### src/rtl/reg10_parity_arbiter.sv
// -----------------------------------------------------------------------------
// reg10_parity_arbiter
//
// Two-requester round-robin arbiter and load sequencer for a shared,
// free-running 10-bit parity-word register. The winning requester's 9-bit word
// gets a parity bit appended and is driven to the register. After the register
// has sampled it, the readback is verified and the owner is granted. A readback
// mismatch raises a sticky error flag and a saturating error count. The grant
// is issued whether or not the readback check passes.
//
// Parameters
//   ODD_PARITY  0: reg_d has an even ones-count, 1: reg_d has an odd ones-count
//
// Ports
//   clk      in   1   system clock, rising-edge active
//   clr_n    in   1   asynchronous active-low reset
//   req0     in   1   requester 0 write request, held until gnt0
//   data0    in   9   requester 0 data, stable while req0 is high
//   req1     in   1   requester 1 write request, held until gnt1
//   data1    in   9   requester 1 data, stable while req1 is high
//   reg_q    in  10   register output (readback)
//   reg_d    out 10   word driven to the register input, {parity, data}
//   gnt0     out  1   one-cycle pulse: requester 0 write completed
//   gnt1     out  1   one-cycle pulse: requester 1 write completed
//   busy     out  1   a transfer is in flight (LOAD or CHECK)
//   owner    out  1   index of the requester whose word is in reg_d
//   perr     out  1   sticky readback error flag
//   err_cnt  out  4   readback error count, saturates at 15
// -----------------------------------------------------------------------------
module reg10_parity_arbiter #(
    parameter logic ODD_PARITY = 1'b0
) (
    input  logic       clk,
    input  logic       clr_n,
    input  logic       req0,
    input  logic [8:0] data0,
    input  logic       req1,
    input  logic [8:0] data1,
    input  logic [9:0] reg_q,
    output logic [9:0] reg_d,
    output logic       gnt0,
    output logic       gnt1,
    output logic       busy,
    output logic       owner,
    output logic       perr,
    output logic [3:0] err_cnt
);

    localparam logic [1:0] ST_IDLE  = 2'd0;
    localparam logic [1:0] ST_LOAD  = 2'd1;
    localparam logic [1:0] ST_CHECK = 2'd2;

    logic [1:0] state;
    logic       last;        // requester served most recently

    logic       elig0;
    logic       elig1;
    logic       winner;
    logic [8:0] win_data;
    logic       win_par;
    logic       check_fail;

    // NOTE: every signal assigned in always_comb is assigned on every path,
    // so no latch can be inferred.
    always_comb begin
        // A requester is ignored in the cycle its own grant is high; its req
        // is still up from the transfer that just completed.
        elig0    = req0 & ~gnt0;
        elig1    = req1 & ~gnt1;
        // On a tie the requester that was not served last wins.
        winner   = (elig0 & elig1) ? ~last : elig1;
        win_data = winner ? data1 : data0;
        // Even parity: p = ^data; odd parity flips it.
        win_par  = (^win_data) ^ ODD_PARITY;
        // The register must hold exactly what was driven, and the stored word
        // must itself carry the configured parity.
        check_fail = (reg_q != reg_d) || ((^reg_q) != ODD_PARITY);
    end

    assign busy = (state != ST_IDLE);

    // NOTE: sequential state uses non-blocking assignments so that every
    // register samples the pre-edge values of the others.
    always_ff @(posedge clk or negedge clr_n) begin
        if (!clr_n) begin
            state   <= ST_IDLE;
            last    <= 1'b1;     // requester 0 wins the first tie
            reg_d   <= 10'h000;
            owner   <= 1'b0;
            gnt0    <= 1'b0;
            gnt1    <= 1'b0;
            perr    <= 1'b0;
            err_cnt <= 4'd0;
        end else begin
            // Grants are single-cycle pulses.
            gnt0 <= 1'b0;
            gnt1 <= 1'b0;
            case (state)
                ST_IDLE: begin
                    if (elig0 | elig1) begin
                        reg_d <= {win_par, win_data};
                        owner <= winner;
                        last  <= winner;
                        state <= ST_LOAD;
                    end
                end
                ST_LOAD: begin
                    // The register captures reg_d on this edge.
                    state <= ST_CHECK;
                end
                ST_CHECK: begin
                    if (owner) begin
                        gnt1 <= 1'b1;
                    end else begin
                        gnt0 <= 1'b1;
                    end
                    if (check_fail) begin
                        perr <= 1'b1;
                        if (err_cnt != 4'hF) begin
                            err_cnt <= err_cnt + 4'd1;
                        end
                    end
                    state <= ST_IDLE;
                end
                default: begin
                    state <= ST_IDLE;
                end
            endcase
        end
    end

endmodule

### config.mk
export PLATFORM = sky130hd
export DESIGN_NAME = reg10_parity_arbiter
export DESIGN_NICKNAME = d
export VERILOG_FILES = /design/src/rtl/reg10_parity_arbiter.sv
export SDC_FILE = /design/constraint.sdc
export NUM_CORES = 1
export LEC_CHECK = 0
export ABC_CLOCK_PERIOD_IN_PS = 3050
export CAP_MARGIN = 20
export CELL_PAD_IN_SITES_DETAIL_PLACEMENT = 1
export CELL_PAD_IN_SITES_GLOBAL_PLACEMENT = 1
export CORE_MARGIN = 2
export CORE_UTILIZATION = 35
export DETAILED_ROUTE_END_ITERATION = 8
export HOLD_SLACK_MARGIN = 0.06
export PLACE_DENSITY_LB_ADDON = 0.1
export SKIP_CTS_REPAIR_TIMING = 1
export SYNTH_ARGS = -nofsm -noshare
export SYNTH_HDL_FRONTEND = slang
export SYNTH_SLANG_ARGS = --single-unit
### constraint.sdc
create_clock -name clk -period 3.05 [get_ports clk]
set_input_delay 0.305 -clock clk [delete_from_list [all_inputs] [get_ports clk]]
set_output_delay 0.305 -clock clk [all_outputs]
set_load 0.03 [all_outputs]
**Ports around the boundary**

Scale bar: 20 µm. Pins as bars across the die edge, other pins in gray.
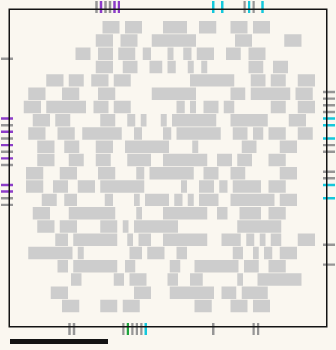
| color | port | pins | direction | edge |
|---|---|---|---|---|
| purple | data0 | 9 | input | 6 west, 3 north |
| green | req1 | 1 | input | south |
| cyan | reg_d | 10 | output | 5 east, 4 north, 1 south |
all pins by edge: 15 east, 13 west, 12 north, 11 south

**Routed metal per tile**

13 x 13 tiles, from white (low) to dark blue (high), scaled to the fullest tile. Values are wire area over tile area, all layers added.
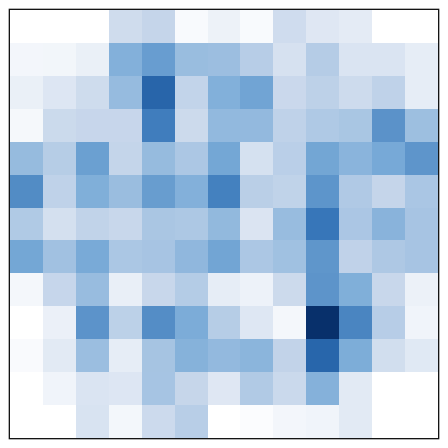
mean over tiles: 0.11
tiles over half the peak: 14%
emptiest ninth of the die: south-west
fullest tile: 0.38

==> CHANGELOG.md <==
### Physical design

- Pre-CTS setup slack: 0.756 ns
- Mapped Cells: 119
- Worst path max stage delay: ~0.52 ns
- Synthesized area: 1290 µm²
- Die area: 4190 µm²
- Type of origin of the critical path: input port
- Layout cells sized above 1: 6.43%
- Setup ws final: 1.04 ns
- Crit path DAT: 2.17 ns
- Crit. path cell count: 6
- Worst slew pin tran: 0.910 ns
- Distinct cells, synth: 27
- Top achievable clock speed: 497 MHz
- H-tree levels: 1
- Top cells by count, synth: xnor2_1, dfrtp_1, nand2_1
- Worst path required time: between 3 and 4 ns
- Antenna Nets Post-Route: 0
- Fin crit share: 66.0%
- Synth warn: 0
- Port bufs: roughly 50
- Critical path class: in -> reg
- Routed wire length: ~2.9 mm
- Setup TNS: 0 ns
- IO Count: 51
- Status: finished clean
- Worst path buffer plus inverter count: 1
- Commonest cells after routing, fill and taps aside: clkdlybuf4s50_1, xnor2_1, dfrtp_1, nand2_1
- Die W: ~65 µm
- Crit-path cells: clkdlybuf4s50_1 -> xor2_1 -> xnor3_1 -> xnor2_2 -> a21oi_1 -> mux2_1
- Switching share of power: 43.4%
- GRT Total Usage: roughly 15%
- Ant. Diodes: 0
- Num rows: 22
- FF-to-FF setup slack: 1.30 ns
- HP Class: reg -> reg
- Router iterations before antenna repair: 4
- CTS tree: done
- Number of cells on the worst hold path: 1
- Internal: just under 1000 µW
- Share of the synthesized area in the top cell type: 38.8%
- Minimum clock period: about 2.0 ns
- Hold path start: state[1]
- Comb pwr share: 57.7%
- Critical path's top delay family: XOR/XNOR gates
- Register area share after synthesis: 40.8%
- Power share of the clock group: 11.0%
- P&R area growth vs syn: 46.8%
- Final Non-Filler Cells: 219
- Core ar.: 3610 µm²
- Reg-to-Reg End: err_cnt[2]
- LEAKAGE: 0.000806 µW
- Pwr dens: 896 nW/µm²
- Yosys stat area: approximately 1300 µm²
- Largest net degree at the start of global routing: 25
- Post-synth EDFFs: 0
- Worst Skew: between 0.01 and 0.015 ns
- Final count of pins violating max slew: 0
- Ys flops: 21
- Drc violations: 0
- Flop pwr share: about 31%
- Global-route wire length before repair: about 5 mm
- Num Clock Sinks: 21
- Tool warning count: 26
- Critical-path top delay cell: clkdlybuf4s50_1
- Crit path max fanout: 4
- Root Buffer Master: clkbuf_8
- GPL Wtd Cong: around 0.72
- Via density: 4.66
- Die H: 64.7 µm
- Nets: 205
- Insertion Delay late pin: 0.27 ns
- Post-DP HPWL: 2.49 mm
- Ys flop type: dfrtp_1
- Switch Pwr: 737 µW
- Worst Setup SP: reg_q[4]
-- logic make-up (layout without fill, tap and decap cells) --
group / count (synthesis) / after routing / synth area share, %
DFF: 21 / 21 / 40.8
and+or+nand+nor: 30 / 30 / 12.5
adders and majority gates: 1 / 1 / 0.969
AOI/OAI and AO/OA: 17 / 17 / 7.66
muxes: 13 / 13 / 10.7
xor gates and xnor gates: 33 / 33 / 26.2
buffers and inverters: 4 / 56 / 1.26
-- through the flow --
stage               instance area (µm²)  hold slack, ns  util, %  total power [µW]
global placement                   1850           0.424     51.2              1500
CTS                                1900           0.452     52.6              1730
global route                       1900           0.476     52.6              1820
floorplan                          1290         0.00941        -              1140
finish                             1900           0.445     52.6              1700
detailed placement                 1850           0.434     51.2              1530
-- power groups by stage --
| stage | logic, µW | clock network (µW) | registers [µW] |
|---|---|---|---|
| floorplan | 415 | 0 | 724 |
| global placement | 973 | 0 | 531 |
| finish | 980 | 187 | 531 |
| CTS | 996 | 195 | 535 |
| detailed placement | 992 | 0 | 541 |
| global route | 1060 | 201 | 553 |
-- flip-flops by register name (all words and copies together) (netlist names) --
register  flops
reg_d        10
err_cnt       4
state         2
gnt0          1
gnt1          1
last          1
owner         1
perr          1
-- layer usage --
metal	global-route usage, %	vias up	share of wire [%]
li1	-	501	-
met1	20.6	485	45
met2	25.3	31	49
met3	1.91	4	5.0
met4	6.38	0	1.4
met5	0	-	0
-- area by class of cell --
cell class | instances | area [µm²]
clock inverters | 1 | 7.51
clock buffers | 3 | 41.3
well taps | 48 | 60.1
repair buffers | 51 | 508
flip-flops and latches | 21 | 527
fillers | 406 | 1710
inverters | 1 | 3.75
multi-input cells | 94 | 748
Power is estimated from default activity; no workload was simulated.
